**src/rtl/multicore_run_controller.sv**
```systemverilog
// rtl/multicore_run_controller.sv - run sequencer for an N-core array: IDLE/LOAD/RUN/DONE with mask completion and watchdog
module multicore_run_controller #(
   parameter int NUM_CORES   = 4,
   parameter int CNT_W       = 16,
   parameter int LOAD_CYCLES = 8,
   parameter int TIMEOUT     = 0
) (
   input  logic                 clock,
   input  logic                 rst_r,
   input  logic                 start_process,
   input  logic                 abort,
   input  logic [NUM_CORES-1:0] core_mask,
   input  logic [NUM_CORES-1:0] end_process,
   output logic [NUM_CORES-1:0] core_run,
   output logic [1:0]           status,
   output logic                 g1,
   output logic                 g2,
   output logic                 g3,
   output logic [NUM_CORES-1:0] done_mask,
   output logic [CNT_W-1:0]     cycle_count,
   output logic                 timed_out
);

   localparam int LOAD_N = (LOAD_CYCLES < 1) ? 1 : LOAD_CYCLES;
   localparam int LOAD_W = (LOAD_N > 1) ? $clog2(LOAD_N) : 1;
   localparam logic [LOAD_W-1:0] LOAD_LAST = LOAD_W'(LOAD_N - 1);
   localparam bit WDOG_EN = (TIMEOUT != 0);
   localparam logic [CNT_W-1:0] WDOG_LAST = CNT_W'(WDOG_EN ? TIMEOUT - 1 : 0);

   typedef enum logic [1:0] {
      S_IDLE = 2'b00,
      S_LOAD = 2'b01,
      S_RUN  = 2'b10,
      S_DONE = 2'b11
   } state_t;

   state_t                r_state;
   state_t                w_next_state;
   logic                  r_start_q;
   logic [NUM_CORES-1:0]  r_mask;
   logic [LOAD_W-1:0]     r_load_cnt;
   logic [NUM_CORES-1:0]  r_core_run;
   logic [NUM_CORES-1:0]  r_done_mask;
   logic [CNT_W-1:0]      r_cycle_count;
   logic                  r_timed_out;

   logic                  w_rise;
   logic                  w_start_ok;
   logic                  w_idle_like;
   logic [NUM_CORES-1:0]  w_done_next;
   logic                  w_finish;
   logic                  w_load_end;
   logic                  w_timeout;
   logic                  w_cnt_sat;

   // A start that coincides with abort is dropped, as is one with an empty mask
   assign w_rise      = start_process & ~r_start_q;
   assign w_start_ok  = w_rise & ~abort & (|core_mask);
   assign w_idle_like = (r_state == S_IDLE) || (r_state == S_DONE);
   assign w_done_next = r_done_mask | (end_process & r_mask);
   assign w_finish    = (w_done_next == r_mask);
   assign w_load_end  = (r_load_cnt == LOAD_LAST);
   assign w_timeout   = WDOG_EN && (r_cycle_count == WDOG_LAST) && !w_finish;
   assign w_cnt_sat   = &r_cycle_count;

   always_ff @(posedge clock or negedge rst_r) begin
      if (!rst_r) begin
         r_state <= S_IDLE;
      end else begin
         r_state <= w_next_state;
      end
   end

   always_comb begin
      w_next_state = r_state;
      if (abort && (r_state != S_IDLE)) begin
         w_next_state = S_IDLE;
      end else begin
         case (r_state)
            S_IDLE, S_DONE: if (w_start_ok) w_next_state = S_LOAD;
            S_LOAD:         if (w_load_end) w_next_state = S_RUN;
            S_RUN:          if (w_finish || w_timeout) w_next_state = S_DONE;
            default:        w_next_state = S_IDLE;
         endcase
      end
   end

   always_ff @(posedge clock or negedge rst_r) begin
      if (!rst_r) begin
         r_start_q     <= 1'b1;
         r_mask        <= '0;
         r_load_cnt    <= '0;
         r_core_run    <= '0;
         r_done_mask   <= '0;
         r_cycle_count <= '0;
         r_timed_out   <= 1'b0;
      end else begin
         r_start_q  <= start_process;
         r_core_run <= (w_next_state == S_RUN) ? r_mask : '0;
         // Abort freezes the run results so they can be inspected afterwards
         if (!abort) begin
            if (w_idle_like && w_start_ok) begin
               r_mask        <= core_mask;
               r_load_cnt    <= '0;
               r_done_mask   <= '0;
               r_cycle_count <= '0;
               r_timed_out   <= 1'b0;
            end
            if (r_state == S_LOAD) begin
               r_load_cnt <= r_load_cnt + 1'b1;
            end
            if (r_state == S_RUN) begin
               r_done_mask <= w_done_next;
               if (!w_cnt_sat) r_cycle_count <= r_cycle_count + 1'b1;
               if (w_timeout) r_timed_out <= 1'b1;
            end
         end
      end
   end

   assign core_run    = r_core_run;
   assign status      = r_state;
   assign g1          = (r_state == S_LOAD);
   assign g2          = (r_state == S_RUN);
   assign g3          = (r_state == S_DONE);
   assign done_mask   = r_done_mask;
   assign cycle_count = r_cycle_count;
   assign timed_out   = r_timed_out;

endmodule
```
**config.mk**
```make
export PLATFORM = sky130hd
export DESIGN_NAME = multicore_run_controller
export DESIGN_NICKNAME = d
export VERILOG_FILES = /design/src/rtl/multicore_run_controller.sv
export SDC_FILE = /design/constraint.sdc
export NUM_CORES = 1
export LEC_CHECK = 0
export ABC_CLOCK_PERIOD_IN_PS = 1960
export CELL_PAD_IN_SITES_DETAIL_PLACEMENT = 0
export CELL_PAD_IN_SITES_GLOBAL_PLACEMENT = 2
export CORE_MARGIN = 2
export CORE_UTILIZATION = 27
export DETAILED_ROUTE_END_ITERATION = 6
export GPL_ROUTABILITY_DRIVEN = 0
export GPL_TIMING_DRIVEN = 0
export PLACE_DENSITY_LB_ADDON = 0.25
export SLEW_MARGIN = 0
export SYNTH_ARGS = -nofsm -noshare
export SYNTH_HDL_FRONTEND = slang
export SYNTH_SLANG_ARGS = --single-unit
export TNS_END_PERCENT = 50
```
**constraint.sdc**
```tcl
create_clock -name clock -period 1.96 [get_ports clock]
set_input_delay 0.392 -clock clock [delete_from_list [all_inputs] [get_ports clock]]
set_output_delay 0.392 -clock clock [all_outputs]
set_load 0.02 [all_outputs]
```
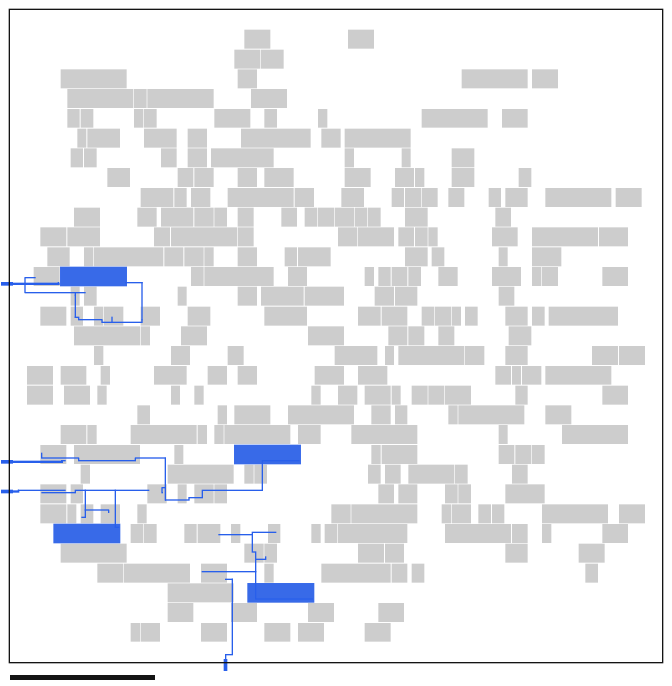
(run_1/io_fan.png)
Scale bar: 20 um.
blue -> done_mask  # direction output, edge 3 west, 1 south, end cells 4, buffers 4, wire 179 um
I/O pin count: 42
buffers added on ports: 40

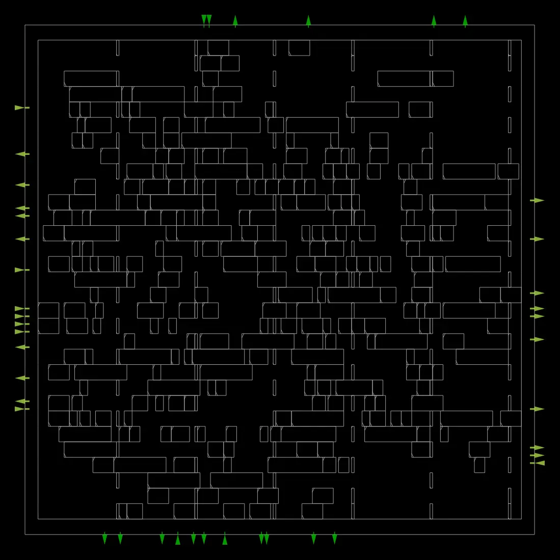
(run_1/placement.png)
Std-Cell Core Area: 7176 um2
layout filler cell count: 723
count of standard-cell rows: 31
tapcells inserted: 99

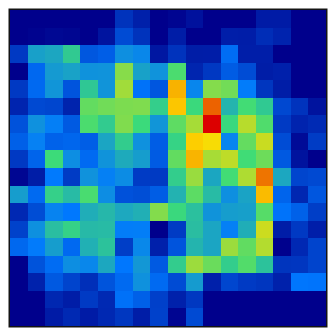
(run_1/metal_density.png)
The die is cut into 18 by 18 equal tiles; dark blue is low, red is high, scaled to the fullest tile. Values are wire area over tile area, all layers added.
tiles over half the peak = 14%
emptiest ninth of the die = north-east
nearly empty tiles = 17%
mean over tiles = 0.12
count of vias placed by the detailed router: 1,956
overall track demand over capacity in global routing: 14.98%
drt total wl: 5.982 mm

## run 1: metrics by stage
stage	TNS, ns	instances	utilization (%)
6_report	-0.2862	384	40.23
5_1_grt	-1.069	384	40.23
4_1_cts	-0.2902	370	37.99
3_5_place_dp	-21.00	357	35.76
3_3_place_gp	-33.92	357	35.83
2_1_floorplan	-0.1129	218	-
## run 1: worst max-delay path: stages, from the launching register on
cell	delay, ns
dfrtp_2	0.44
inv_4	0.08
ha_4	0.21
or4b_4	0.56
o21ai_4	0.22
o21ai_4	0.10
a221o_1	0.32
## run 1: flip-flops by register name, summed over array words and instances, names as in the netlist
| signal | flops |
|---|---|
| core_run | 4 |
| cycle_count | 16 |
| done_mask | 4 |
| r_load_cnt | 3 |
| r_mask | 4 |
| r_start_q | 1 |
| status | 2 |
==> tab_implementation.tex, run 1 <==
% Auto-generated results table
\begin{tabular}{lr}
\hline
Metric & Value \\
\hline
\multicolumn{2}{l}{\textbf{Cells and area}} \\
\quad Cell kind with the greatest summed area & multi-input combinational cells \\
\quad Logic gate fraction of the total cell area & between 40\% and 50\% \\
\quad Non-clock buffer area fraction after layout & between 20\% and 30\% \\
\quad Layout clock buffers & 6 \\
\quad Antenna diode count & 0 \\
\multicolumn{2}{l}{\textbf{Power}} \\
\quad Peak supply drop & 0.0003150 V \\
\quad Flop pwr share & between 40\% and 50\% \\
\quad Power attributed to the clock group & 0.519 mW \\
\quad Power consumption & between 2 and 2.5 mW \\
\multicolumn{2}{l}{\textbf{Synthesis}} \\
\quad Primary FF master, synth & dfrtp\_1 \\
\quad Count of different cell masters after synthesis & roughly 54 \\
\quad Most area-hungry cell type in the Yosys netlist & dfrtp\_1 \\
\quad Mux cell area share after synthesis & less than 1\% \\
\quad Main area contributors after synthesis & dfrtp\_1 42\%, ha\_1 5.0\%, nand2\_1 4.4\% \\
\multicolumn{2}{l}{\textbf{Job}} \\
\quad Total number of warnings across the stage logs & 33 \\
\multicolumn{2}{l}{\textbf{Clocking}} \\
\quad Clock latency of the later-clocked register in the worst-skew pair & about 0.30 ns \\
\quad CTS tree & built \\
\quad Sinks on Clock Net & 34 \\
\quad Clk slew on worst S/H paths & 0.08 ns \\
\multicolumn{2}{l}{\textbf{Status}} \\
\quad Run status & complete, but fails checks \\
\quad Violations in the final reports & negative setup slack \\
\multicolumn{2}{l}{\textbf{Detailed routing}} \\
\quad Vias per cell & 5.094 \\
\quad Number of design rule violations left after detail routing & 0 \\
\quad Met3 Routed Length & 218 um \\
\multicolumn{2}{l}{\textbf{Placed design}} \\
\quad Pre-CTS WS & -0.8718 ns \\
\multicolumn{2}{l}{\textbf{STA}} \\
\quad Unrepaired setup endpoints after global routing & true \\
\quad Count of final setup violators & 5 \\
\quad Final Max Slew Viols & 0 \\
\quad Worst path setup slack after routing & -0.08591 ns \\
\multicolumn{2}{l}{\textbf{Worst setup path}} \\
\quad Type of the worst setup path & flip-flop to flip-flop \\
\quad Critical Path End & cycle\_count[9]\$\_DFFE\_PN0N\_ \\
\multicolumn{2}{l}{\textbf{Floorplanning}} \\
\quad Die Y & between 80 and 90 um \\
\multicolumn{2}{l}{\textbf{GRT}} \\
\quad Antenna violations before repair & 0 \\
\quad Largest net degree at the start of global routing & 35 \\
\quad Met2 Resource Use GR & roughly a quarter \\
\quad Global Route met3 Usage & about 3.1\% \\
\hline
\end{tabular}
==> run 2, diff against run 1 <==
--- a/config.mk
+++ b/config.mk
@@ -6,11 +6,13 @@
 export NUM_CORES = 1
 export LEC_CHECK = 0
 export ABC_CLOCK_PERIOD_IN_PS = 1960
+export CAP_MARGIN = 20
 export CELL_PAD_IN_SITES_DETAIL_PLACEMENT = 0
 export CELL_PAD_IN_SITES_GLOBAL_PLACEMENT = 2
 export CORE_MARGIN = 2
-export CORE_UTILIZATION = 27
+export CORE_UTILIZATION = 34
 export DETAILED_ROUTE_END_ITERATION = 6
+export DONT_BUFFER_PORTS = 1
 export GPL_ROUTABILITY_DRIVEN = 0
 export GPL_TIMING_DRIVEN = 0
 export PLACE_DENSITY_LB_ADDON = 0.25
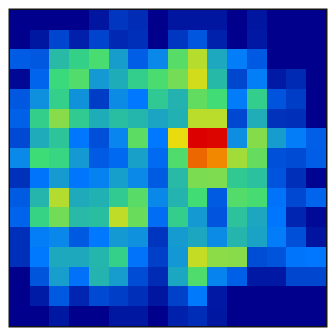
(run_2/metal_density.png)
The die is cut into 16 by 16 equal tiles; dark blue is low, red is high, scaled to the fullest tile. Values are wire area over tile area, all layers added.
fullest tile = 0.56
tiles over half the peak = 14%
mean over tiles = 0.15
drt total wl: 5.893 mm
count of vias placed by the detailed router: 1,879
overall track demand over capacity in global routing: 19.02%
drt wl/cell: 18.83 um

==> run 2 against run 1 <==
  * First-iteration DRC count increased by 64%
  * Combinational power decreased by 17%
  * Critical path type unchanged
  * Register-to-register slack got worse by 0.05 ns
  * The run still ends with negative setup slack left
  * Worst hold slack got worse by 0.082 ns
  * Final cell count decreased by 18%
  * Core utilization increased by 5.1 points
  * Die area decreased by 20%
  * Largest power group unchanged
==> tab_implementation.tex, run 2 <==
% Auto-generated results table
\begin{tabular}{lr}
\hline
Metric & Value \\
\hline
\multicolumn{2}{l}{\textbf{Status}} \\
\quad Run status & complete, but fails checks (unchanged) \\
\quad Violations in the final reports & negative setup slack (unchanged) \\
\multicolumn{2}{l}{\textbf{Worst setup path}} \\
\quad Type of the worst setup path & flip-flop to flip-flop (unchanged) \\
\quad Critical Path End & cycle\_count[9]\$\_DFFE\_PN0N\_ (unchanged) \\
\multicolumn{2}{l}{\textbf{Placed design}} \\
\quad Buffers added on ports & 0 (was 40) \\
\quad Pre-CTS WS & -0.5763 ns (was -0.8718 ns) \\
\quad Cell count after placement & 290 (was 357) \\
\multicolumn{2}{l}{\textbf{Cells and area}} \\
\quad Non-filler cells, final & 313 (was 384) \\
\quad Layout clock buffers & 8 (was 6) \\
\quad Cell kind with the greatest summed area & multi-input combinational cells (unchanged) \\
\quad Layout filler cell count & 567 (was 723) \\
\quad Non-clock buffer area fraction after layout & 8.808\% (was 20.98\%) \\
\quad Logic gate fraction of the total cell area & 48.00\% (was 40.14\%) \\
\quad Flip-flop count of the largest register after layout & 16 (unchanged) \\
\quad Antenna diode count & 0 (unchanged) \\
\multicolumn{2}{l}{\textbf{Clocking}} \\
\quad Clk slew on worst S/H paths & 0.07 ns (was 0.08 ns) \\
\quad Clock latency of the later-clocked register in the worst-skew pair & 0.29 ns (was 0.30 ns) \\
\quad Sinks on Clock Net & 34 (unchanged) \\
\multicolumn{2}{l}{\textbf{Synthesis}} \\
\quad Main area contributors after synthesis & dfrtp\_1 42\%, ha\_1 5.0\%, nand2\_1 4.4\% (unchanged) \\
\quad Primary FF master, synth & dfrtp\_1 (unchanged) \\
\quad Mux cell area share after synthesis & 0.5047\% (unchanged) \\
\multicolumn{2}{l}{\textbf{GRT}} \\
\quad Largest net degree at the start of global routing & 35 (unchanged) \\
\quad Antenna violations before repair & 0 (unchanged) \\
\multicolumn{2}{l}{\textbf{STA}} \\
\quad Final TNS setup & -0.6401 ns (was -0.2862 ns) \\
\quad Worst path setup slack after routing & -0.1324 ns (was -0.08591 ns) \\
\quad Final Max Slew Viols & 0 (unchanged) \\
\quad Count of final setup violators & 10 (was 5) \\
\multicolumn{2}{l}{\textbf{Floorplanning}} \\
\quad Tapcells inserted & 72 (was 99) \\
\quad Die Y & 80.37 um (was 89.71 um) \\
\quad I/O pin count & 42 (unchanged) \\
\quad Std-Cell Core Area & 5574 um2 (was 7176 um2) \\
\quad Count of standard-cell rows & 27 (was 31) \\
\multicolumn{2}{l}{\textbf{Detailed routing}} \\
\quad Number of design rule violations left after detail routing & 0 (unchanged) \\
\quad Met3 Routed Length & 358 um (was 218 um) \\
\quad Vias per cell & 6.003 (was 5.094) \\
\multicolumn{2}{l}{\textbf{Power}} \\
\quad Peak supply drop & 0.0004549 V (was 0.0003150 V) \\
\quad Power attributed to the clock group & 0.511 mW (was 0.519 mW) \\
\multicolumn{2}{l}{\textbf{Job}} \\
\quad Total number of warnings across the stage logs & 33 (unchanged) \\
\hline
\end{tabular}
==> run 2: cell counts after synthesis <==
Identical to the previous run, type by type.
==> run 2: critical path, cell delays in order (launching register included) <==
cell and delay, ns:
dfrtp_2 0.51, inv_2 0.12, ha_4 0.20, or4b_4 0.52, o21ai_4 0.20, o21ai_4 0.11
a221o_1 0.33
==> run 2: timing repair <==
| action | 4_1_cts | 5_1_grt |
|---|---|---|
| hold buffers | 2 | 0 |
| resized | 21 | 37 |
| gates cloned | 0 | 1 |
| endpoints found under the setup margin | 33 | 33 |
| pin swaps | 8 | 11 |
| setup buffers | 8 | 4 |
| hold endpoints to repair | 34 | 0 |
==> run 2: per-layer routing <==
metal	GRT usage, %	vias to the layer above
met2	32.33	57
met5	0	-
met3	6.404	11
met1	22.31	947
met4	6.610	0
li1	-	864
==> run 3, diff against run 2 <==
--- a/config.mk
+++ b/config.mk
@@ -16,8 +16,9 @@
 export GPL_ROUTABILITY_DRIVEN = 0
 export GPL_TIMING_DRIVEN = 0
 export PLACE_DENSITY_LB_ADDON = 0.25
+export SETUP_SLACK_MARGIN = 0.1
 export SLEW_MARGIN = 0
 export SYNTH_ARGS = -nofsm -noshare
 export SYNTH_HDL_FRONTEND = slang
 export SYNTH_SLANG_ARGS = --single-unit
-export TNS_END_PERCENT = 50
+export TNS_END_PERCENT = 100
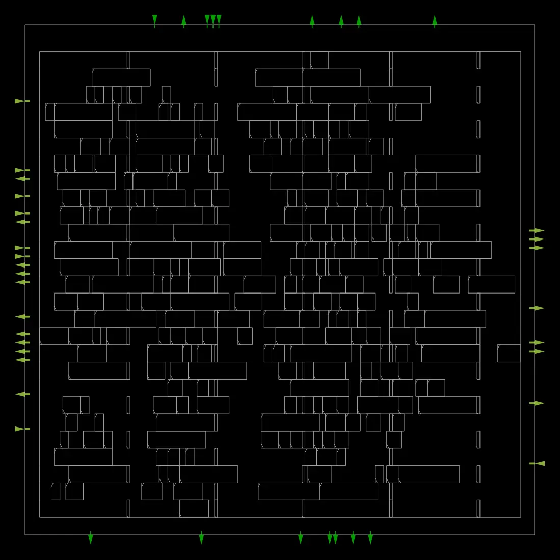
(run_3/placement.png)
post-layout utilization of the core: 48.31%
tapcells inserted: 72
Std-Cell Core Area: 5574 um2
FF+latch count: 34
non-filler cells, final: 326

==> run 3 against run 2 <==
  * The run still ends with negative setup slack left
  * Clock skew grew 0.0035 ns
  * Non-clock buffer count grew 13
  * Register-to-register slack lost 0.02 ns
  * Sequential cell count is the same
  * Largest power group unchanged
==> tab_implementation.tex, run 3 <==
% Auto-generated results table
\begin{tabular}{lr}
\hline
Metric & Value \\
\hline
\multicolumn{2}{l}{\textbf{GRT}} \\
\quad Largest net degree at the start of global routing & 35 (unchanged) \\
\quad Met1 demand-to-capacity share in global routing & 23.35\% (was 22.31\%) \\
\quad Antenna violations before repair & 0 (unchanged) \\
\quad Most Used Layer, Global Route & met2 (unchanged) \\
\quad Global Route met3 Usage & 6.854\% (was 6.404\%) \\
\quad Overall track demand over capacity in global routing & 20.13\% (was 19.02\%) \\
\quad Met2 Resource Use GR & 34.08\% (was 32.33\%) \\
\multicolumn{2}{l}{\textbf{Detailed routing}} \\
\quad Drt wl/cell & 18.29 um (was 18.83 um) \\
\quad Count of vias placed by the detailed router & 1,896 (was 1,879) \\
\quad Number of design rule violations left after detail routing & 0 (unchanged) \\
\quad Met3 Routed Length & 478 um (was 358 um) \\
\multicolumn{2}{l}{\textbf{Synthesis}} \\
\quad Count of different cell masters after synthesis & 54 (unchanged) \\
\quad Mux cell area share after synthesis & 0.5047\% (unchanged) \\
\quad Main area contributors after synthesis & dfrtp\_1 42\%, ha\_1 5.0\%, nand2\_1 4.4\% (unchanged) \\
\quad Primary FF master, synth & dfrtp\_1 (unchanged) \\
\multicolumn{2}{l}{\textbf{Worst setup path}} \\
\quad Slowest Stage Delay on Critical Path & 0.52 ns (about the same) \\
\quad Sequence of cells on the critical path & inv\_2 -> ha\_4 -> or4b\_4 -> o21ai\_4 -> buf\_4 -> o221ai\_1 -> a22o\_1 (was inv\_2 -> ha\_4 -> or4b\_4 -> o21ai\_4 -> o21ai\_4 -> a221o\_1) \\
\quad Critical Path End & cycle\_count[6]\$\_DFFE\_PN0N\_ (was cycle\_count[9]\$\_DFFE\_PN0N\_) \\
\quad Type of the worst setup path & flip-flop to flip-flop (unchanged) \\
\quad Buf/Inv on CP & 2 (was 1) \\
\quad Critical path's top delay family & AND-OR/OR-AND gates (unchanged) \\
\multicolumn{2}{l}{\textbf{Floorplanning}} \\
\quad I/O pin count & 42 (unchanged) \\
\quad Die Y & 80.37 um (unchanged) \\
\quad Count of standard-cell rows & 27 (unchanged) \\
\multicolumn{2}{l}{\textbf{Clocking}} \\
\quad Clk slew on worst S/H paths & 0.07 ns (about the same) \\
\quad Number of cells upsized or downsized after cts & 49 (was 21) \\
\quad CTS tree & built (unchanged) \\
\quad Setup Buffers After CTS & 21 (was 8) \\
\multicolumn{2}{l}{\textbf{STA}} \\
\quad Worst path setup slack after routing & -0.1502 ns (was -0.1324 ns) \\
\quad Final Max Slew Viols & 0 (unchanged) \\
\quad Count of final setup violators & 13 (was 10) \\
\multicolumn{2}{l}{\textbf{Job}} \\
\quad Total number of warnings across the stage logs & 33 (unchanged) \\
\multicolumn{2}{l}{\textbf{Status}} \\
\quad Violations in the final reports & negative setup slack (unchanged) \\
\quad Run status & complete, but fails checks (unchanged) \\
\multicolumn{2}{l}{\textbf{Placed design}} \\
\quad Cell count after placement & 290 (unchanged) \\
\quad Buffers added on ports & 0 (unchanged) \\
\multicolumn{2}{l}{\textbf{Cells and area}} \\
\quad Antenna diode count & 0 (unchanged) \\
\quad Flip-flop count of the largest register after layout & 16 (unchanged) \\
\multicolumn{2}{l}{\textbf{Power}} \\
\quad Flop pwr share & 44.9\% (was 46.1\%) \\
\hline
\end{tabular}
run 3: power by group through the flow:
| stage | Clock (mW) | Combinational, mW | Sequential (mW) |
|---|---|---|---|
| 4_1_cts | 0.562 | 0.615 | 0.970 |
| 6_report | 0.551 | 0.643 | 0.974 |
| 5_1_grt | 0.597 | 0.714 | 0.990 |
| 3_5_place_dp | 0 | 0.460 | 0.973 |
| 3_3_place_gp | 0 | 0.439 | 0.967 |
| 2_1_floorplan | 0 | 0.363 | 0.941 |
run 3: final cells by class:
cell class                 instances  share of cell area [%]
multi-input combinational        161                   46.75
sequential                        34                   32.16
timing repair buffer              28                   9.340
tap                               72                   3.346
clock buffer                       7                   3.206
buffer                             9                   2.974
inverter                          14                   2.045
clock inverter                     1                  0.1859
No activity file was given, so power comes from the tool's default toggle rates.
